[src/rtl/pxie_c2h_tx_pkg.sv]
// Shared constants, FSM encoding and beat builders for the PXIe card-to-host reply path.
package pxie_c2h_tx_pkg;

    localparam logic [15:0] PXIE_SYNC      = 16'hEB9C;
    localparam logic [15:0] C2H_REPLY_CODE = 16'h2010;

    localparam int unsigned HDR_SYNC_LSB  = 112;
    localparam int unsigned HDR_LEN_LSB   = 96;
    localparam int unsigned HDR_ADDR_LSB  = 80;
    localparam int unsigned HDR_CODE_LSB  = 0;
    localparam int unsigned TAIL_CSUM_LSB = 0;

    typedef enum logic [2:0] {
        StIdle,
        StHead,
        StRead,
        StTail,
        StWait
    } c2h_state_e;

    function automatic logic [127:0] make_header(input logic [15:0] len, input logic [15:0] addr);
        logic [127:0] beat;
        beat                        = '0;
        beat[HDR_SYNC_LSB +: 16]    = PXIE_SYNC;
        beat[HDR_LEN_LSB +: 16]     = len;
        beat[HDR_ADDR_LSB +: 16]    = addr;
        beat[HDR_CODE_LSB +: 16]    = C2H_REPLY_CODE;
        return beat;
    endfunction

    function automatic logic [127:0] make_tail(input logic [15:0] len, input logic [31:0] csum);
        logic [127:0] beat;
        beat                        = '0;
        beat[HDR_SYNC_LSB +: 16]    = PXIE_SYNC;
        beat[HDR_LEN_LSB +: 16]     = len;
        beat[TAIL_CSUM_LSB +: 32]   = csum;
        return beat;
    endfunction

endpackage

[src/rtl/pxie_c2h_tx_if.sv]
// Request, config-RAM read, output stream and status signals of the C2H responder.
interface pxie_c2h_tx_if #(
    parameter int unsigned RAM_AW = 16,
    parameter int unsigned RAM_DW = 128
);
    logic              I_C2h_En;
    logic [15:0]       I_C2h_Addr;
    logic [15:0]       I_C2h_Len;
    logic              O_Ram_Rd_En;
    logic [RAM_AW-1:0] O_Ram_Addr;
    logic [RAM_DW-1:0] I_Ram_Rd_Data;
    logic [RAM_DW-1:0] O_Tx_Data;
    logic              O_Tx_Vld;
    logic              I_Tx_Rdy;
    logic              O_Tx_Last;
    logic              O_Busy;
    logic              O_Done;
    logic              O_Drop;

    modport master (
        input  I_C2h_En, I_C2h_Addr, I_C2h_Len, I_Ram_Rd_Data, I_Tx_Rdy,
        output O_Ram_Rd_En, O_Ram_Addr, O_Tx_Data, O_Tx_Vld, O_Tx_Last, O_Busy, O_Done, O_Drop
    );

    modport slave (
        output I_C2h_En, I_C2h_Addr, I_C2h_Len, I_Ram_Rd_Data, I_Tx_Rdy,
        input  O_Ram_Rd_En, O_Ram_Addr, O_Tx_Data, O_Tx_Vld, O_Tx_Last, O_Busy, O_Done, O_Drop
    );

endinterface

[src/rtl/pxie_c2h_tx_skid_fifo.sv]
// Small synchronous output FIFO; push is honoured on a full FIFO when a pop frees a slot.
module pxie_c2h_tx_skid_fifo #(
    parameter int unsigned DEPTH = 4,
    parameter int unsigned WIDTH = 129,
    localparam int unsigned AW   = $clog2(DEPTH)
) (
    input  logic             I_PXIE_CLK,
    input  logic             I_Rst_n,
    input  logic             push,
    input  logic [WIDTH-1:0] push_data,
    input  logic             pop,
    output logic [WIDTH-1:0] pop_data,
    output logic             full,
    output logic             empty,
    output logic [AW:0]      count
);
    localparam logic [AW:0] DEP_L = (AW + 1)'(DEPTH);

    logic [WIDTH-1:0] mem_q [DEPTH];
    logic [AW-1:0]    wr_ptr_q, rd_ptr_q;
    logic [AW:0]      count_q, count_d;
    logic             do_push, do_pop;

    assign full    = (count_q == DEP_L);
    assign empty   = (count_q == '0);
    assign count   = count_q;
    assign do_pop  = pop && !empty;
    assign do_push = push && (!full || do_pop);
    // Zero when empty so the stream data reads 0 straight out of reset.
    assign pop_data = empty ? '0 : mem_q[rd_ptr_q];

    always_comb begin
        count_d = count_q;
        case ({do_push, do_pop})
            2'b10:   count_d = count_q + 1'b1;
            2'b01:   count_d = count_q - 1'b1;
            default: count_d = count_q;
        endcase
    end

    always_ff @(posedge I_PXIE_CLK or negedge I_Rst_n) begin
        if (!I_Rst_n) begin
            wr_ptr_q <= '0;
            rd_ptr_q <= '0;
            count_q  <= '0;
        end else begin
            if (do_push) wr_ptr_q <= wr_ptr_q + 1'b1;
            if (do_pop)  rd_ptr_q <= rd_ptr_q + 1'b1;
            count_q <= count_d;
        end
    end

    always_ff @(posedge I_PXIE_CLK) begin
        if (do_push) mem_q[wr_ptr_q] <= push_data;
    end

endmodule

[src/rtl/pxie_c2h_tx.sv]
// Card-to-host responder: header, config-RAM data words and checksummed tail per accepted request.
module pxie_c2h_tx
    import pxie_c2h_tx_pkg::*;
#(
    parameter int unsigned RAM_AW   = 16,
    parameter int unsigned RAM_DW   = 128,
    parameter int unsigned SKID_DEP = 4
) (
    input logic           I_PXIE_CLK,
    input logic           I_Rst_n,
    pxie_c2h_tx_if.master c2h
);
    localparam int unsigned CNT_W = $clog2(SKID_DEP) + 1;
    localparam logic [CNT_W:0] DEP_L = (CNT_W + 1)'(SKID_DEP);

    c2h_state_e        state_q, state_d;
    logic [15:0]       req_addr_q, req_addr_d;
    logic [15:0]       len_q, len_d;
    logic [RAM_AW-1:0] rd_addr_q, rd_addr_d;
    logic [16:0]       rd_cnt_q, rd_cnt_d;
    logic [16:0]       wr_cnt_q, wr_cnt_d;
    logic              inflight_q;
    logic [31:0]       csum_q, csum_d;

    logic              push, pop, can_push, fifo_full, fifo_empty;
    logic [RAM_DW:0]   push_data, fifo_dout;
    logic [CNT_W-1:0]  fifo_count;
    logic [CNT_W:0]    used;
    logic              credit_ok, rd_pending, rd_en, done, busy;

    assign pop        = !fifo_empty && c2h.I_Tx_Rdy;
    assign can_push   = !fifo_full || pop;
    assign busy       = (state_q != StIdle);
    // Slots already occupied plus a word still on its way back from the RAM.
    assign used       = {1'b0, fifo_count} + {{CNT_W{1'b0}}, inflight_q};
    assign credit_ok  = (used < DEP_L);
    assign rd_pending = (rd_cnt_q < {1'b0, len_q});

    always_comb begin
        state_d    = state_q;
        req_addr_d = req_addr_q;
        len_d      = len_q;
        rd_addr_d  = rd_addr_q;
        rd_cnt_d   = rd_cnt_q;
        wr_cnt_d   = wr_cnt_q;
        csum_d     = csum_q;
        push       = 1'b0;
        push_data  = '0;
        rd_en      = 1'b0;
        done       = 1'b0;

        if (inflight_q) begin
            push      = 1'b1;
            push_data = {1'b0, c2h.I_Ram_Rd_Data};
            csum_d    = csum_q ^ c2h.I_Ram_Rd_Data[31:0];
            wr_cnt_d  = wr_cnt_q + 17'd1;
        end

        // Reads start alongside the header so the first data word follows it without a gap.
        if ((state_q == StHead || state_q == StRead) && rd_pending && credit_ok) begin
            rd_en     = 1'b1;
            rd_addr_d = rd_addr_q + 1'b1;
            rd_cnt_d  = rd_cnt_q + 17'd1;
        end

        case (state_q)
            StIdle: begin
                if (c2h.I_C2h_En) begin
                    req_addr_d = c2h.I_C2h_Addr;
                    len_d      = c2h.I_C2h_Len;
                    rd_addr_d  = RAM_AW'(c2h.I_C2h_Addr);
                    rd_cnt_d   = '0;
                    wr_cnt_d   = '0;
                    csum_d     = '0;
                    state_d    = StHead;
                end
            end
            StHead: begin
                if (can_push) begin
                    push      = 1'b1;
                    push_data = {1'b0, make_header(len_q, req_addr_q)};
                    state_d   = (len_q == '0) ? StTail : StRead;
                end
            end
            StRead: begin
                if (inflight_q && (wr_cnt_q + 17'd1 == {1'b0, len_q})) state_d = StTail;
            end
            StTail: begin
                if (can_push) begin
                    push      = 1'b1;
                    push_data = {1'b1, make_tail(len_q, csum_q)};
                    state_d   = StWait;
                end
            end
            StWait: begin
                if (pop && fifo_dout[RAM_DW]) begin
                    done    = 1'b1;
                    state_d = StIdle;
                end
            end
            default: state_d = StIdle;
        endcase
    end

    always_ff @(posedge I_PXIE_CLK or negedge I_Rst_n) begin
        if (!I_Rst_n) begin
            state_q    <= StIdle;
            req_addr_q <= '0;
            len_q      <= '0;
            rd_addr_q  <= '0;
            rd_cnt_q   <= '0;
            wr_cnt_q   <= '0;
            inflight_q <= 1'b0;
            csum_q     <= '0;
        end else begin
            state_q    <= state_d;
            req_addr_q <= req_addr_d;
            len_q      <= len_d;
            rd_addr_q  <= rd_addr_d;
            rd_cnt_q   <= rd_cnt_d;
            wr_cnt_q   <= wr_cnt_d;
            inflight_q <= rd_en;
            csum_q     <= csum_d;
        end
    end

    pxie_c2h_tx_skid_fifo #(
        .DEPTH (SKID_DEP),
        .WIDTH (RAM_DW + 1)
    ) u_skid_fifo (
        .I_PXIE_CLK (I_PXIE_CLK),
        .I_Rst_n    (I_Rst_n),
        .push       (push),
        .push_data  (push_data),
        .pop        (pop),
        .pop_data   (fifo_dout),
        .full       (fifo_full),
        .empty      (fifo_empty),
        .count      (fifo_count)
    );

    assign c2h.O_Ram_Rd_En = rd_en;
    assign c2h.O_Ram_Addr  = rd_addr_q;
    assign c2h.O_Tx_Data   = fifo_dout[RAM_DW-1:0];
    assign c2h.O_Tx_Last   = fifo_dout[RAM_DW];
    assign c2h.O_Tx_Vld    = !fifo_empty;
    assign c2h.O_Busy      = busy;
    assign c2h.O_Done      = done;
    assign c2h.O_Drop      = c2h.I_C2h_En && busy;

endmodule
[src/flat_wrapper.sv]
// flat-port wrapper written by rule: the top's interface ports become plain ports
module pxie_c2h_tx_flat import pxie_c2h_tx_pkg::*;
#(
    parameter int unsigned RAM_AW   = 16,
    parameter int unsigned RAM_DW   = 128,
    parameter int unsigned SKID_DEP = 4
)
  (I_PXIE_CLK, I_Rst_n, c2h_I_C2h_En, c2h_I_C2h_Addr, c2h_I_C2h_Len, c2h_I_Ram_Rd_Data, c2h_I_Tx_Rdy, c2h_O_Ram_Rd_En, c2h_O_Ram_Addr, c2h_O_Tx_Data, c2h_O_Tx_Vld, c2h_O_Tx_Last, c2h_O_Busy, c2h_O_Done, c2h_O_Drop);
  pxie_c2h_tx_if #(.RAM_AW(RAM_AW), .RAM_DW(RAM_DW)) c2h_i ();
  input logic I_PXIE_CLK;
  input logic I_Rst_n;
  input wire logic [$bits(c2h_i.I_C2h_En)-1:0] c2h_I_C2h_En;
  input wire logic [$bits(c2h_i.I_C2h_Addr)-1:0] c2h_I_C2h_Addr;
  input wire logic [$bits(c2h_i.I_C2h_Len)-1:0] c2h_I_C2h_Len;
  input wire logic [$bits(c2h_i.I_Ram_Rd_Data)-1:0] c2h_I_Ram_Rd_Data;
  input wire logic [$bits(c2h_i.I_Tx_Rdy)-1:0] c2h_I_Tx_Rdy;
  output wire logic [$bits(c2h_i.O_Ram_Rd_En)-1:0] c2h_O_Ram_Rd_En;
  output wire logic [$bits(c2h_i.O_Ram_Addr)-1:0] c2h_O_Ram_Addr;
  output wire logic [$bits(c2h_i.O_Tx_Data)-1:0] c2h_O_Tx_Data;
  output wire logic [$bits(c2h_i.O_Tx_Vld)-1:0] c2h_O_Tx_Vld;
  output wire logic [$bits(c2h_i.O_Tx_Last)-1:0] c2h_O_Tx_Last;
  output wire logic [$bits(c2h_i.O_Busy)-1:0] c2h_O_Busy;
  output wire logic [$bits(c2h_i.O_Done)-1:0] c2h_O_Done;
  output wire logic [$bits(c2h_i.O_Drop)-1:0] c2h_O_Drop;
  assign c2h_i.I_C2h_En = c2h_I_C2h_En;
  assign c2h_i.I_C2h_Addr = c2h_I_C2h_Addr;
  assign c2h_i.I_C2h_Len = c2h_I_C2h_Len;
  assign c2h_i.I_Ram_Rd_Data = c2h_I_Ram_Rd_Data;
  assign c2h_i.I_Tx_Rdy = c2h_I_Tx_Rdy;
  assign c2h_O_Ram_Rd_En = c2h_i.O_Ram_Rd_En;
  assign c2h_O_Ram_Addr = c2h_i.O_Ram_Addr;
  assign c2h_O_Tx_Data = c2h_i.O_Tx_Data;
  assign c2h_O_Tx_Vld = c2h_i.O_Tx_Vld;
  assign c2h_O_Tx_Last = c2h_i.O_Tx_Last;
  assign c2h_O_Busy = c2h_i.O_Busy;
  assign c2h_O_Done = c2h_i.O_Done;
  assign c2h_O_Drop = c2h_i.O_Drop;
  pxie_c2h_tx #(.RAM_AW(RAM_AW), .RAM_DW(RAM_DW), .SKID_DEP(SKID_DEP)) u_core (.I_PXIE_CLK(I_PXIE_CLK), .I_Rst_n(I_Rst_n), .c2h(c2h_i));
endmodule
[config.mk]
export PLATFORM = sky130hd
export DESIGN_NAME = pxie_c2h_tx_flat
export DESIGN_NICKNAME = d
export VERILOG_FILES = /design/src/rtl/pxie_c2h_tx_pkg.sv /design/src/rtl/pxie_c2h_tx_if.sv /design/src/rtl/pxie_c2h_tx_skid_fifo.sv /design/src/rtl/pxie_c2h_tx.sv /design/src/flat_wrapper.sv
export SDC_FILE = /design/constraint.sdc
export NUM_CORES = 1
export LEC_CHECK = 0
export CAP_MARGIN = 0
export CORE_UTILIZATION = 40
export CTS_BUF_LIST = sky130_fd_sc_hd__clkbuf_16
export CTS_CLUSTER_DIAMETER = 200
export CTS_CLUSTER_SIZE = 24
export DETAILED_ROUTE_END_ITERATION = 16
export SYNTH_ARGS = -nofsm -noshare
export SYNTH_HDL_FRONTEND = slang
export SYNTH_HIERARCHICAL = 1
export SYNTH_SLANG_ARGS = --single-unit
[constraint.sdc]
create_clock -name I_PXIE_CLK -period 8.2 [get_ports I_PXIE_CLK]
set_input_delay 2.05 -clock I_PXIE_CLK [delete_from_list [all_inputs] [get_ports I_PXIE_CLK]]
set_output_delay 2.05 -clock I_PXIE_CLK [all_outputs]
set_load 0.1 [all_outputs]
==> run_1/zoom.png <==
Window x 186 to 211, y 186 to 211 µm. Cells in gray, sequential cells in the stronger gray; small squares are vias.
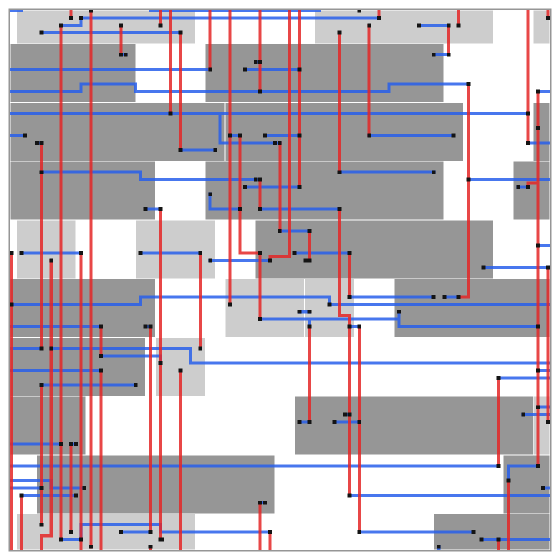
Key: met1 = blue; met2 = red
Sequential cells in the window: 12. Most frequent: edfxtp_1 (12), mux4_2 (3). 20 logic cells have their middle in the window. Netlist names of flops here include u_core/u_skid_fifo/mem_q (12).

==> run_1/final_congestion.png <==
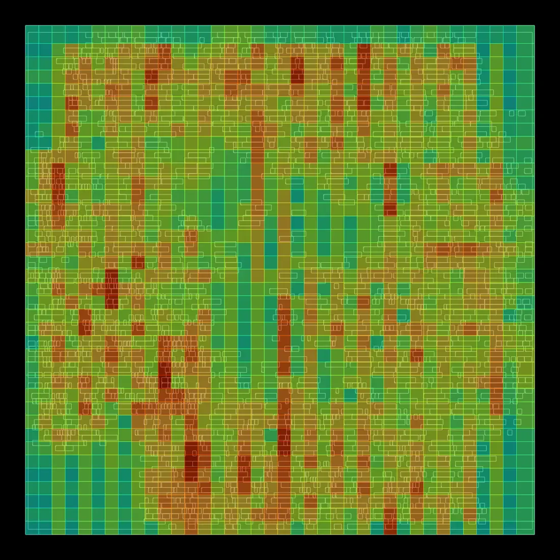
met2 GRT Util: 0.324
overall routing resource usage: 0.185
Final Util: 0.478
met3 usage in global routing: 0.0211
met1 Track Usage GR: 0.248

==> run_1/met1.png <==
Drawn at 1 px/µm.
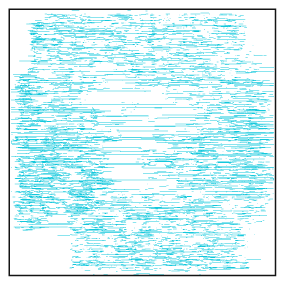
The wires run mostly horizontal. 2074 nets have wire on it. The layer holds 43% of the routed length. The layer carries 28.3 mm of wire.
DRT Wirelength: 65500 µm
Vias: 16000

==> results.cfg, run 1 <==
; generated from flow reports
[cells_and_area]
largest_cell_class = sequential cells
ff_latch_area_um2 = 18600
fin_nets = 2242
mostFrequentLayoutCells = edfxtp_1 (516), clkdlybuf4s50_1 (312), and2_1 (189)
n_multi_input_combinational_cell = 1017
syn_to_final_growth_pct = 17.4
flops = 641
inverters = 31
buffer_area_frac = 0.104
sh_seq_area = 0.575
diodes = 5
buffers_excl_clock = 334
final_common_cell = edfxtp_1

[logic_synthesis]
syn_area_um2 = 27600
yosysTopAreaCellShare = 0.561
synth_area_per_cell_um2 = 15.3
synth_cells = 1807
aoi_share = 0.0452
synth-edff-count = 516
ff_type = edfxtp_1
synthesis.nets = 1994
mux_share = 0.106
yosys-top-cells-area = edfxtp_1 (56%), dfrtp_1 (11%), mux4_2 (11%), and2_1 (4.4%), nand2_1 (2.1%)
synth_seq_share = 0.675
top_cells_by_count = edfxtp_1 (516), and2_1 (194), nand2_1 (157)
synth.most_common_cell = edfxtp_1
top_logic_kind = simple AND/OR/NAND/NOR gates
ys.flops = 641
yosys_cells = 1807
async_reset_ff_frac = 0.195
ys_sh_simple = 0.113

[timing]
finalCritPeriodShare = 0.779
maxSlewHeadroom = 0.163
tns_ns = 0
hold_violations = 0
tightest_slew_ns = 1.25
rsz0062_at_grt = no

[floorplan]
ios = 314
nWellTaps = 873
die-width_um = 265
fp_util = 0.407

[clock_network]
ctsResizeCount = 0
cts_tree = built
clk_pin_slew_ns = 0.10
post_cts_buffers = 0
h-tree-depth = 1
cts_buffers = 30
root_buffer = clkbuf_16

[detailed_routing]
drc = 0
ant_nets = 0
wl_met2_um = 33300
drt_pass1_iterations = 7
top_layer_used = met4

[placed_design]
place_area_um2 = 31500
dp_hpwl_um = 39300
place.gp.congestion = 0.831
dp.cells = 2896

[min_path]
hp-start = u_core/req_addr_q[10]
hold_depth = 2
hold_class = register to register

[critical_path]
timing.critical_path.cells = inv_1 > ha_1 > a21o_1 > a32oi_1 > nand3_1 > nor2_1 > clkdlybuf4s50_1
crit_slowest_cell = clkdlybuf4s50_1
arrival_ns = 4.33
path_max_fanout = 36
r2r-start = u_core/u_skid_fifo/count[2]
r2r_end = u_core/u_skid_fifo/mem_q[2][106]
path_class = register to output pin
worst_setup_path_end_kind = output pin
crit_end = c2h_O_Ram_Rd_En
critical-path-top-delay-family = simple AND/OR/NAND/NOR gates

[grt]
antenna_found_initial = 5
first_global_vias = 16600
grt_first_pass_wirelength_um = 99500
grt_max_degree = 95

[job]
warnings = 29

[status]
outcome = finished, final reports clean
run 1: registers in the layout, summed over array words and instances, names as in the netlist:
signal,flops
u_core/u_skid_fifo/mem_q,516
u_core/len_q,16
u_core/u_skid_fifo/wr_ptr_q,2
u_core/inflight_q,1
u_core/csum_q,32
u_core/u_skid_fifo/count,3
u_core/req_addr_q,16
u_core/u_skid_fifo/rd_ptr_q,2
u_core/state_q,3
u_core/rd_cnt_q,17
u_core/wr_cnt_q,17
u_core/c2h.O_Ram_Addr,16
run 1: kinds of logic after synthesis:
family                     after synthesis
buffers and inverters                  149
and+or+nand+nor                        595
muxes                                  132
AOI/OAI and AO/OA                      192
xor gates and xnor gates                75
adders and majority gates               23
DFF                                    641
==> run_1/registers.png <==
Drawn at 2 px/µm. Other sequential cells in the stronger gray, the rest of the logic in the fainter gray.
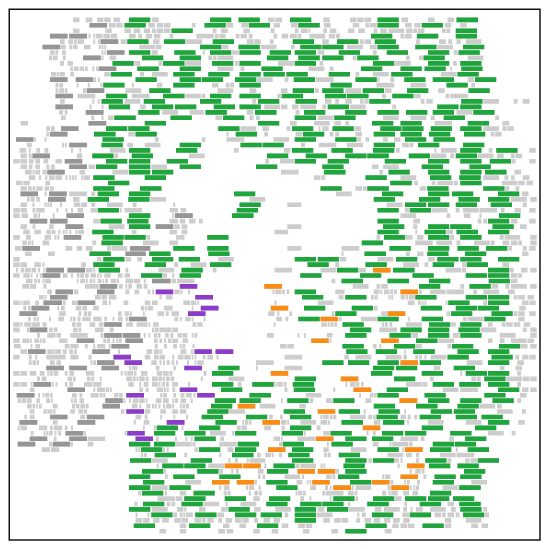

==> inputs of run 2 (changes only) <==
==> constraint.sdc (replaced) <==
create_clock -name I_PXIE_CLK -period 6.4 [get_ports I_PXIE_CLK]
set_input_delay 1.6 -clock I_PXIE_CLK [delete_from_list [all_inputs] [get_ports I_PXIE_CLK]]
set_output_delay 1.6 -clock I_PXIE_CLK [all_outputs]
set_load 0.1 [all_outputs]
==> run_2/registers.png <==
Drawn at 2 px/µm. Other sequential cells in the stronger gray, the rest of the logic in the fainter gray.
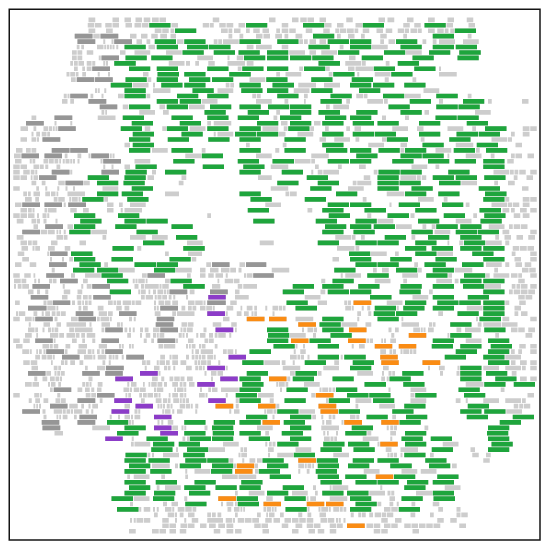
Key: u_core/wr_cnt_q = purple [placed flops 17]; u_core/u_skid_fifo/mem_q = green [placed flops 516, where all over the die]; u_core/csum_q = orange [placed flops 32]
Another 76 sequential cells are not colored.
Seq/total area: 0.574
Final Util: 0.479

==> results.cfg, run 2 <==
; generated from flow reports
[logic_synthesis]
synth.most_common_cell = edfxtp_1
mux_share = 0.106
aoi_share = 0.0452
syn_area_um2 = 27600
synth_cells = 1807
top_cells_by_count = edfxtp_1 (516), and2_1 (194), nand2_1 (157)
ff_type = edfxtp_1
synth_seq_share = 0.675
yosys_cells = 1807
yosys-top-cells-area = edfxtp_1 (56%), dfrtp_1 (11%), mux4_2 (11%), and2_1 (4.4%), nand2_1 (2.1%)
synthesis.nets = 1994
yosysTopAreaCell = edfxtp_1
ys_sh_xor = 0.0238
ys.flops = 641
top_logic_kind = simple AND/OR/NAND/NOR gates
ys_sh_simple = 0.113
yosysTopAreaCellShare = 0.561
synth_area_per_cell_um2 = 15.3
async_reset_ff_frac = 0.195
synth-edff-count = 516

[cells_and_area]
top_regs = u_core/u_skid_fifo/mem_q x516, u_core/csum_q x32
largest_reg_flops = 516
top_register = u_core/u_skid_fifo/mem_q
syn_to_final_growth_pct = 17.6
mostFrequentLayoutCells = edfxtp_1 (516), clkdlybuf4s50_1 (310), and2_1 (189)
final_common_cell = edfxtp_1
fin_nets = 2252
diodes = 0

[detailed_routing]
via_per_inst = 5.42
postRouteWirelength_um = 66200
drt_iter0_drc = 1156
drt_pass1_iterations = 5
vias = 16000
drc = 0
ant_nets = 0
top_layer_used = met5
wl_met3_um = 3600
wl_met2_um = 33000

[clock_network]
clk_latency_ns = 0.62
clk_pin_slew_ns = 0.10
h-tree-depth = 1
hold_buffers = 0
ctsResizeCount = 0
cts_buffers = 30
cts_tree = built
root_buffer = clkbuf_16
post_cts_buffers = 0

[critical_path]
crit_slowest_cell = clkdlybuf4s50_1
crit_end = c2h_O_Tx_Data[111]
worst_setup_path_end_kind = output pin
cp.buffers_inverters = 2
start_kind = register
crit_start = u_core/u_skid_fifo/count[2]
r2r_end = u_core/u_skid_fifo/mem_q[0][91]
critical-path-top-delay-family = buffers and inverters
r2r-start = u_core/u_skid_fifo/count[2]
cp_num_cells = 4
path_class = register to output pin
arrival_ns = 3.72
timing.critical_path.cells = or3_4 > buf_4 > and2_1 > clkdlybuf4s50_1
path_max_fanout = 54

[grt]
grt.total_usage = 0.189
grt_max_degree = 94
grt-ovfl-total = 0
grtUsageMet3 = 0.0288
first_global_vias = 16700
use_met1 = 0.260
grt_first_pass_wirelength_um = 102000
antenna_found_initial = 2
use_met2 = 0.323

[timing]
rsz0062_at_grt = no
period_minus_slack_ns = 5.32
hold_violations = 0
maxSlewHeadroom = 0.228
tightest_slew_ns = 1.15
finalCritPeriodShare = 0.832
tns_ns = 0
hold_slack_ns = 0.486

[min_path]
hp-start = u_core/req_addr_q[15]
hold_depth = 2
hold_class = register to register

[floorplan]
ios = 314
fp_util = 0.407
die-width_um = 265

[placed_design]
dp_hpwl_um = 41300
place.gp.congestion = 0.807

[job]
warnings = 29

[status]
outcome = finished, final reports clean
[run 2: tightest hold or removal path, cell delays in order, from the launching register on]
cell     delay, ns
dfrtp_1       0.36
nand2_1       0.05
nand2_1       0.05
[run 2: cell type report]
type	count	area (µm²)
repair buffers	344	3450
multi-input cells	1017	8300
flip-flops and latches	641	18600
clock buffers	31	776
inverters	31	116
well taps	873	1090
clock inverters	25	98.8
fillers	5835	35300
[run 2: stage by stage]
stage               instance area [µm²]  instances
global placement                  31600       2906
finish                            32500       2962
floorplan                         27600       1807
global route                      32500       2962
CTS                               32500       2962
detailed placement                31600       2906
==> run_2/zoom.png <==
Window x 186 to 211, y 186 to 211 µm. Cells in gray, sequential cells in the stronger gray; small squares are vias.
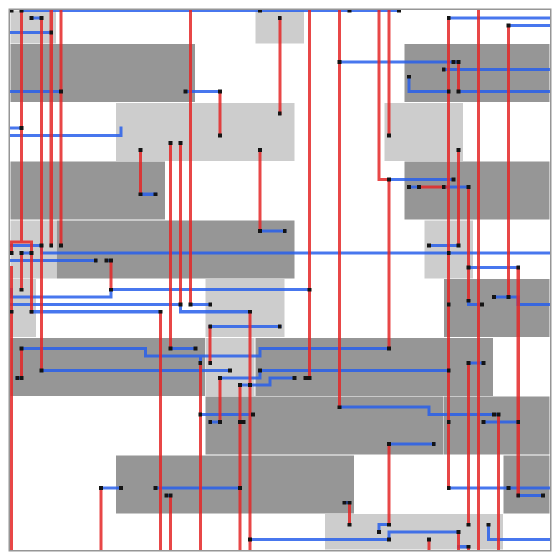

==> inputs of run 3 (changes only) <==
==> constraint.sdc (replaced) <==
create_clock -name I_PXIE_CLK -period 5.44 [get_ports I_PXIE_CLK]
set_input_delay 1.36 -clock I_PXIE_CLK [delete_from_list [all_inputs] [get_ports I_PXIE_CLK]]
set_output_delay 1.36 -clock I_PXIE_CLK [all_outputs]
set_load 0.1 [all_outputs]
==> run_3/zoom.png <==
Window x 186 to 211, y 186 to 211 µm. Cells in gray, sequential cells in the stronger gray; small squares are vias.
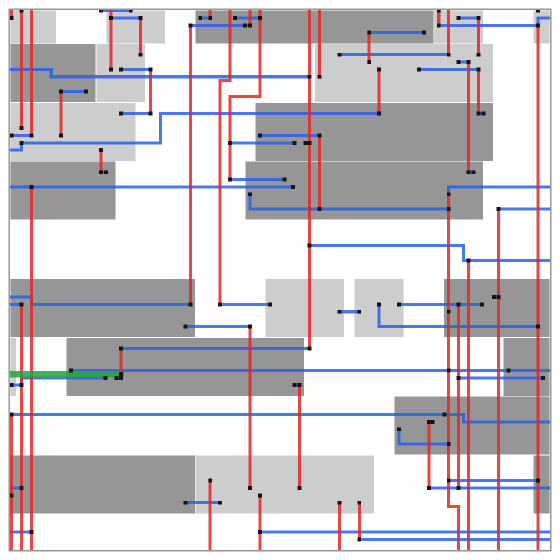
Key: met3 = green; met1 = blue; met2 = red
Netlist names of flops here include u_core/u_skid_fifo/mem_q (7). 16 logic cells have their middle in the window. Most frequent: edfxtp_1 (7), and2_1 (3), mux4_2 (3). Sequential cells in the window: 7.

==> results.cfg, run 3 <==
; generated from flow reports
[logic_synthesis]
ys_types = 67
yosys_cells = 1807
yosysTopAreaCell = edfxtp_1
yosys-stat-area_um2 = 27600
async_reset_ff_frac = 0.195
fa_ha_area_frac = 0.0107
top_logic_kind = simple AND/OR/NAND/NOR gates
synth_cells = 1807
synth_seq_share = 0.675
synth.most_common_cell = edfxtp_1
ff_type = edfxtp_1
synthesis.nets = 1994
synth_area_per_cell_um2 = 15.3
ys_sh_simple = 0.113
mux_share = 0.106
yosysTopAreaCellShare = 0.561
yosys-top-cells-area = edfxtp_1 (56%), dfrtp_1 (11%), mux4_2 (11%), and2_1 (4.4%), nand2_1 (2.1%)
top_cells_by_count = edfxtp_1 (516), and2_1 (194), nand2_1 (157)
syn_area_um2 = 27600
ys.flops = 641
synth-edff-count = 516
aoi_share = 0.0452
ys_sh_xor = 0.0238
yosys_warnings = 6

[cells_and_area]
largest_reg_flops = 516
final_layout_size_suffix_gt1_frac = 0.140
stdcell_count = 2976
fin_util = 0.480
comb_area_um2 = 8300
final_common_cell = edfxtp_1
top_register = u_core/u_skid_fifo/mem_q
mostFrequentLayoutCells = edfxtp_1 (516), clkdlybuf4s50_1 (245), and2_1 (189)
design_area_um2 = 32500
top_regs = u_core/u_skid_fifo/mem_q x516, u_core/csum_q x32
num-fill-cells = 5838
fin_nets = 2261
syn_to_final_growth_pct = 17.7
ff_latch_area_um2 = 18600

[timing]
fin_skew_ns = 0.0260
finalCritPeriodShare = 0.901
tns_ns = 0
max_freq_mhz = 204
maxSlewHeadroom = 0.287
worst_slack_ns = 0.540
tightest_slew_ns = 1.07
hold_slack_ns = 0.484
period_minus_slack_ns = 4.90
hold_violations = 0
rsz0062_at_grt = no
setup_viol = 0
drv_slew = 0

[critical_path]
cp.required_ns = 4.08
cp.buffers_inverters = 2
cp_num_cells = 4
path_class = register to output pin
crit_slowest_cell = clkdlybuf4s50_1
path_max_fanout = 27
start_kind = register
worst_setup_path_end_kind = output pin
r2r-start = u_core/u_skid_fifo/count[2]
crit_end = c2h_O_Tx_Data[41]
arrival_ns = 3.54
ff2ff_path_depth = 11
slowest_delay_ns = 0.96
r2r_end = u_core/u_skid_fifo/mem_q[2][20]
timing.critical_path.cells = buf_4 > mux4_2 > and2_1 > clkdlybuf4s50_1
critical-path-top-delay-family = buffers and inverters
ff2ff_setup_slack_ns = 1.53
crit_start = u_core/u_skid_fifo/rd_ptr_q[0]

[clock_network]
clk_pin_slew_ns = 0.10
cts_tree = built
h-tree-depth = 1
hold_buffers = 0
root_buffer = clkbuf_16
post_cts_buffers = 0
clock_path_buffers = 3
ctsResizeCount = 0
cts_buffers = 30
clk_latency_ns = 0.61

[detailed_routing]
postRouteWirelength_um = 65800
ant_nets = 0
via_per_inst = 5.38
vias = 16000
drc = 0
drt_pass1_iterations = 5
drt_iter0_drc = 1101
post_drt_wl_per_cell_um = 22.1

[placed_design]
post-place-ws_ns = 0.929
dp.cells = 2915
portBuffers = 313
dp_hpwl_um = 41800
place.gp.congestion = 0.817
place_area_um2 = 31600

[min_path]
hold_class = register to register
hp-start = u_core/req_addr_q[12]
hold_depth = 2
holdPathEnd = u_core/req_addr_q[12]

[grt]
grt_first_pass_wirelength_um = 100000
grt.total_usage = 0.186
grt_max_degree = 92
first_global_vias = 16700
grt-ovfl-total = 0
antenna_found_initial = 8

[floorplan]
fp_util = 0.407
die-width_um = 265
core_um2 = 67800
ios = 314
die_area_um2 = 70100
die_h_um = 265
rows = 95

[job]
drv_cap = 0
warnings = 29

[status]
outcome = finished, final reports clean
## run 3: netlist changes by cell type in the layout (fill, tap and decap cells not counted), sizes merged
cell / change
buf: +74
clkdlybuf4s50: -65
diode: +5
## run 3: routing by layer
layer,global-route usage,wire (µm),vias to the layer above
met5,0,35,-
met4,0.0436,1150,6
met3,0.0289,3290,68
met2,0.323,33500,381
met1,0.247,27800,8238
li1,-,-,7322
## run 3: layout make-up
class	instances	share of cell area
Timing Repair Buffer	353	0.107
Clock buffer	31	0.0239
Inverter	31	0.00358
Sequential cell	641	0.573
Antenna cell	5	0.000385
Multi-Input combinational cell	1017	0.255
Tap cell	873	0.0336
Clock inverter	25	0.00304
